===== config.mk =====
export PLATFORM = sky130hd
export DESIGN_NAME = mpx_rr_arbiter
export DESIGN_NICKNAME = d
export VERILOG_FILES = /design/src/rtl/mpx_rr_arbiter_pkg.sv /design/src/rtl/mpx_rr_pick.sv /design/src/rtl/mpx_rr_arbiter.sv
export SDC_FILE = /design/constraint.sdc
export NUM_CORES = 1
export LEC_CHECK = 0
export CAP_MARGIN = 20
export CELL_PAD_IN_SITES_DETAIL_PLACEMENT = 0
export CELL_PAD_IN_SITES_GLOBAL_PLACEMENT = 1
export CORE_ASPECT_RATIO = 0.5
export CORE_UTILIZATION = 36
export CTS_CLUSTER_SIZE = 12
export DETAILED_ROUTE_END_ITERATION = 16
export GPL_TIMING_DRIVEN = 1
export PLACE_DENSITY = 0.74
export SYNTH_ARGS = -nofsm -noshare
export SYNTH_HDL_FRONTEND = slang
export SYNTH_HIERARCHICAL = 1
export SYNTH_SLANG_ARGS = --single-unit

===== constraint.sdc =====
create_clock -name clk -period 2.55 [get_ports clk]
set_clock_uncertainty 0.1 [all_clocks]
set_input_delay 0.51 -clock clk [delete_from_list [all_inputs] [get_ports clk]]
set_output_delay 0.51 -clock clk [all_outputs]
set_load 0.02 [all_outputs]

===== src/rtl/mpx_rr_arbiter_pkg.sv =====
// Shared constants for the 4-input round-robin MPX arbiter: FSM encodings,
// requester count, default grant timeout and a one-hot to index helper.
package mpx_rr_arbiter_pkg;

  localparam int NUM_REQ            = 4;
  localparam int DEF_TIMEOUT_CYCLES = 16;

  localparam logic [1:0] ST_IDLE = 2'd0;
  localparam logic [1:0] ST_XFER = 2'd1;
  localparam logic [1:0] ST_GAP  = 2'd2;

  function automatic logic [1:0] onehot_to_idx(input logic [NUM_REQ-1:0] oh);
    logic [1:0] idx;
    idx = 2'd0;
    for (int i = 0; i < NUM_REQ; i++) begin
      if (oh[i]) idx = i[1:0];
    end
    return idx;
  endfunction

endpackage


===== src/rtl/mpx_rr_pick.sv =====
// Rotate-priority encoder: grants the first set req bit searching upward
// (mod 4) from last+1.
module mpx_rr_pick
  import mpx_rr_arbiter_pkg::*;
(
  input  logic [NUM_REQ-1:0] req,
  input  logic [1:0]         last,
  output logic [NUM_REQ-1:0] grant,
  output logic               valid
);

  always_comb begin
    logic [1:0] idx;
    grant = '0;
    valid = 1'b0;
    idx   = 2'd0;
    // k = 4 wraps to last itself, so the previous winner has lowest priority
    for (int k = 1; k <= NUM_REQ; k++) begin
      idx = last + k[1:0];
      if (!valid && req[idx]) begin
        valid      = 1'b1;
        grant      = '0;
        grant[idx] = 1'b1;
      end
    end
  end

endmodule


===== src/rtl/mpx_rr_arbiter.sv =====
// Round-robin arbiter driving the one-hot select of a 4:1 MPX (IDLE/XFER/GAP).
// Optional grant timeout enabled by defining MPX_ARB_TIMEOUT_EN.
module mpx_rr_arbiter
  import mpx_rr_arbiter_pkg::*;
#(
  parameter int TIMEOUT_CYCLES = DEF_TIMEOUT_CYCLES
) (
  input  logic               clk,
  input  logic               rst_n,
  input  logic [NUM_REQ-1:0] req,
  input  logic               out_ready,
  output logic [NUM_REQ-1:0] sel,
  output logic               out_valid,
  output logic [NUM_REQ-1:0] done,
  output logic               busy,
  output logic               timeout_err,
  output logic [1:0]         dbg_state
);

  if (TIMEOUT_CYCLES < 1) begin : g_bad_cfg
    $error("mpx_rr_arbiter: TIMEOUT_CYCLES must be at least 1");
  end

  logic [1:0]         state;
  logic [1:0]         last;
  logic [1:0]         cur;
  logic               armed;
  logic [NUM_REQ-1:0] pick_grant;
  logic               pick_valid;

`ifdef MPX_ARB_TIMEOUT_EN
  localparam int TW = $clog2(TIMEOUT_CYCLES + 1);
  logic [TW-1:0] tcnt;
`endif

  assign dbg_state = state;

  mpx_rr_pick u_pick (
    .req   (req),
    .last  (last),
    .grant (pick_grant),
    .valid (pick_valid)
  );

  // armed delays the first grant after reset release by one edge
  always_ff @(posedge clk or negedge rst_n) begin
    if (!rst_n) begin
      state       <= ST_IDLE;
      sel         <= '0;
      out_valid   <= 1'b0;
      done        <= '0;
      busy        <= 1'b0;
      timeout_err <= 1'b0;
      last        <= 2'd3;
      cur         <= 2'd0;
      armed       <= 1'b0;
`ifdef MPX_ARB_TIMEOUT_EN
      tcnt        <= '0;
`endif
    end else begin
      armed       <= 1'b1;
      done        <= '0;
      timeout_err <= 1'b0;
      case (state)
        ST_IDLE: begin
          if (armed && pick_valid) begin
            sel       <= pick_grant;
            out_valid <= 1'b1;
            cur       <= onehot_to_idx(pick_grant);
            busy      <= 1'b1;
            state     <= ST_XFER;
`ifdef MPX_ARB_TIMEOUT_EN
            tcnt      <= '0;
`endif
          end
        end
        ST_XFER: begin
          if (out_ready) begin
            done      <= sel;
            last      <= cur;
            sel       <= '0;
            out_valid <= 1'b0;
            state     <= ST_GAP;
          end
`ifdef MPX_ARB_TIMEOUT_EN
          // revoke on the edge where the wait count reaches TIMEOUT_CYCLES
          else if (tcnt == TW'(TIMEOUT_CYCLES - 1)) begin
            timeout_err <= 1'b1;
            last        <= cur;
            sel         <= '0;
            out_valid   <= 1'b0;
            state       <= ST_GAP;
          end else begin
            tcnt <= tcnt + 1'b1;
          end
`endif
        end
        ST_GAP: begin
          busy  <= 1'b0;
          state <= ST_IDLE;
        end
        default: begin
          sel       <= '0;
          out_valid <= 1'b0;
          busy      <= 1'b0;
          state     <= ST_IDLE;
        end
      endcase
    end
  end

endmodule


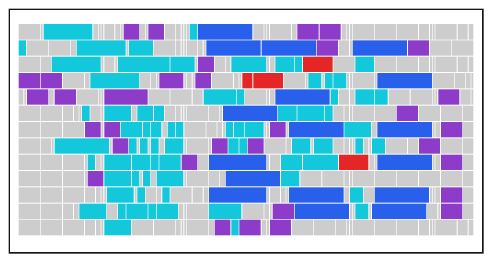
Figure 1: cell classes on the final placement.
Scale: 6 px per um. Fill, decap, tap and diode cells in grey.
legend:
  purple:
    class: remaining buffers and delay cells
    cells: 33
    share_of_their_area: 22%
  red:
    class: clock drivers and dummy loads
    cells: 4
    share_of_their_area: 3.3%
  blue:
    class: sequential cells
    cells: 17
    share_of_their_area: 30%
  cyan:
    class: remaining logic cells
    cells: 73
    share_of_their_area: 45%

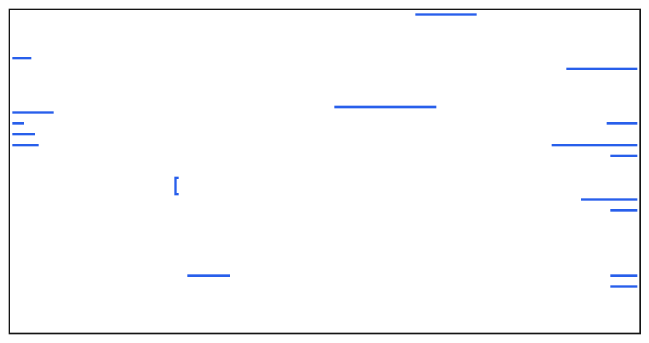
Figure 2: metal 3.
Scale: 8 px per um.
share of all routed wire: 4.0%
longest straight run: 12.4 um

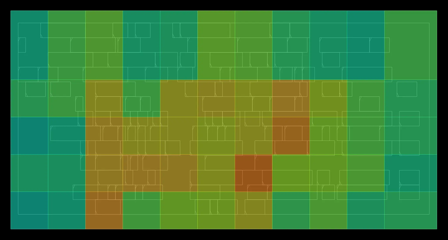
Figure 3: routing congestion.
GR Util met1: 0.180
Global Route met3 Usage: 0.0227
layer carrying the most global-route usage: met2
M2 GR Usage: 0.252

==> deck_impl_summary.md <==
Implementation Results

Outcome
  • Status: completed

Synth
  • Net Count, Synth: 109
  • Max-area cell share: 0.355
  • Number of distinct library cells after synthesis: 29
  • Fraction of synthesis flops using an asynchronous set or reset pin: 1.00
  • Area figure in the yosys stat output: 1060 um^2
  • Number of synthesized register bits: 17

Final timing
  • Max-slew headroom at the worst pin: 0.515
  • Hold_ws: 0.385 ns
  • Period minus WS final: 2.51 ns
  • Final hold violation count: 0
  • Number of failing setup endpoints in the final timing report: 0

Finish
  • Post-Route Utilization: 0.546
  • Design area: 1470 um^2
  • Final Instance Count excl. Fillers: 164
  • Leading cell type in the layout, fill and taps excluded: sky130_fd_sc_hd__clkdlybuf4s50_1
  • Fraction of layout cells with a size suffix above 1: 0.378
  • Most frequent cells in the layout: sky130_fd_sc_hd__clkdlybuf4s50_1, sky130_fd_sc_hd__dfrtp_1, sky130_fd_sc_hd__buf_4

Placement
  • Area of placed instances: 1330 um^2
  • Cell count after placement: 155
  • Gp weighted congestion: 0.737

Detailed routing
  • Number of remaining DRC errors: 0

Power
  • Switching part of the total power: 0.391
  • Peak supply drop: 0.557 mV
  • Power dissipated in sequential cells: 0.000460 W
  • Clock share of power: 0.100

Floorplanning
  • Die ar.: 3170 um^2
  • Number of cell rows: 13
  • Top-level I/O count: 20
  • Initial Util: 0.394
  • Die Width: 78.7 um

Worst setup path
  • Largest stage delay, worst path: 0.57 ns
  • Startpoint type of the worst setup path: primary input
  • Critical Path, Cell by Cell: clkdlybuf4s50_1 > mux4_2 > or4_4 > and4bb_4 > a22o_2
  • Crit Path Max Fanout: 7
  • CP arrival: 2.55 ns

Clock network
  • Root buffer cell: sky130_fd_sc_hd__clkbuf_8
  • Clock H-tree levels: 1
  • CTS tree: built
  • Clock-pin slew of the registers on the worst-case setup and hold paths: 0.07 ns

Global routing
  • First-pass GRT wire length: 3170 um
  • Vias in the first global route: 671

Hold path
  • Hold_sp: busy$_DFFE_PN0P_
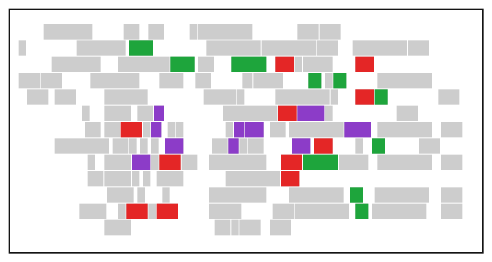
Figure 4: logic cells by family.
Scale: 6 px per um.
legend:
  purple:
    family: aoi and oai cells
    cells: 10
    where: middle
  green:
    family: and/or cells
    cells: 10
  red:
    family: non-inverting ao/oa cells
    cells: 11

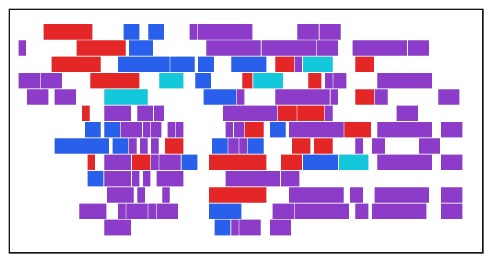
Figure 5: drive-strength map.
Scale: 6 px per um.
legend:
  red:
    size: x2
    cells: 22
    share: 17%
  purple:
    size: x1 and smaller
    cells: 79
    share: 62%
  blue:
    size: x3 and x4
    cells: 21
    share: 17%
  cyan:
    size: x6 and larger
    cells: 5
    share: 3.9%

## path summary, 6_finish.rpt
path,to,slack (ns),cells past startpoint
min reg2reg,busy$_DFFE_PN0P_,0.38,1
min in group asynchronous,cur[1]$_DFFE_PN0P_,0.59,1
max in group asynchronous,dbg_state[0]$_DFFE_PN0P_,1.30,1
max,sel[0]$_DFFE_PN0P_,0.04,5
min,busy$_DFFE_PN0P_,0.38,1
max reg2reg,sel[0]$_DFFE_PN0P_,0.05,5
## flip-flops by register name, indices dropped and copies added (netlist names)
register / count
done: 4
sel: 4
cur: 2
dbg_state: 2
last: 2
armed: 1
busy: 1
out_valid: 1
## per-stage QoR
step | setup TNS [ns] | worst slack (ns)
CTS | 0 | 0.0202
global placement | -1.79 | -0.232
detailed placement | -2.14 | -0.284
finish | 0 | 0.0393
floorplan | -0.524 | -0.109
global route | -0.0256 | -0.0134
## repair_timing
item | in CTS | in global routing
setup buffers | 2 | 2
cloned | 1 | 0
setup endpoints to repair | 6 | 9
pin swaps | 0 | 6
endpoints found under the hold margin | 0 | 0
gates resized | 4 | 9
## metal layers
layer,global-route usage,part of all wire,vias up
met1,0.180,0.49,362
li1,-,-,393
met5,0,0,-
met3,0.0227,0.040,0
met4,0.0278,0,0
met2,0.252,0.47,21
## logic make-up (layout without fill, tap and decap cells)
group	count (synthesis)	after routing	synth area share
and+or+nand+nor	29	30	0.160
AOI/OAI and AO/OA	21	21	0.149
DFF	17	17	0.404
buffers and inverters	11	43	0.0615
adders and majority gates	8	8	0.0946
muxes	6	6	0.124
other	2	2	0.00709
## area by class of cell
type	instances	area (um^2)
repair buffers	33	309
well taps	37	46.3
clock buffers	3	41.3
inverters	6	22.5
clock inverters	1	5.00
fillers	236	1220
multi-input cells	67	614
flip-flops and latches	17	428
No activity file was given, so power comes from the tool's default toggle rates.
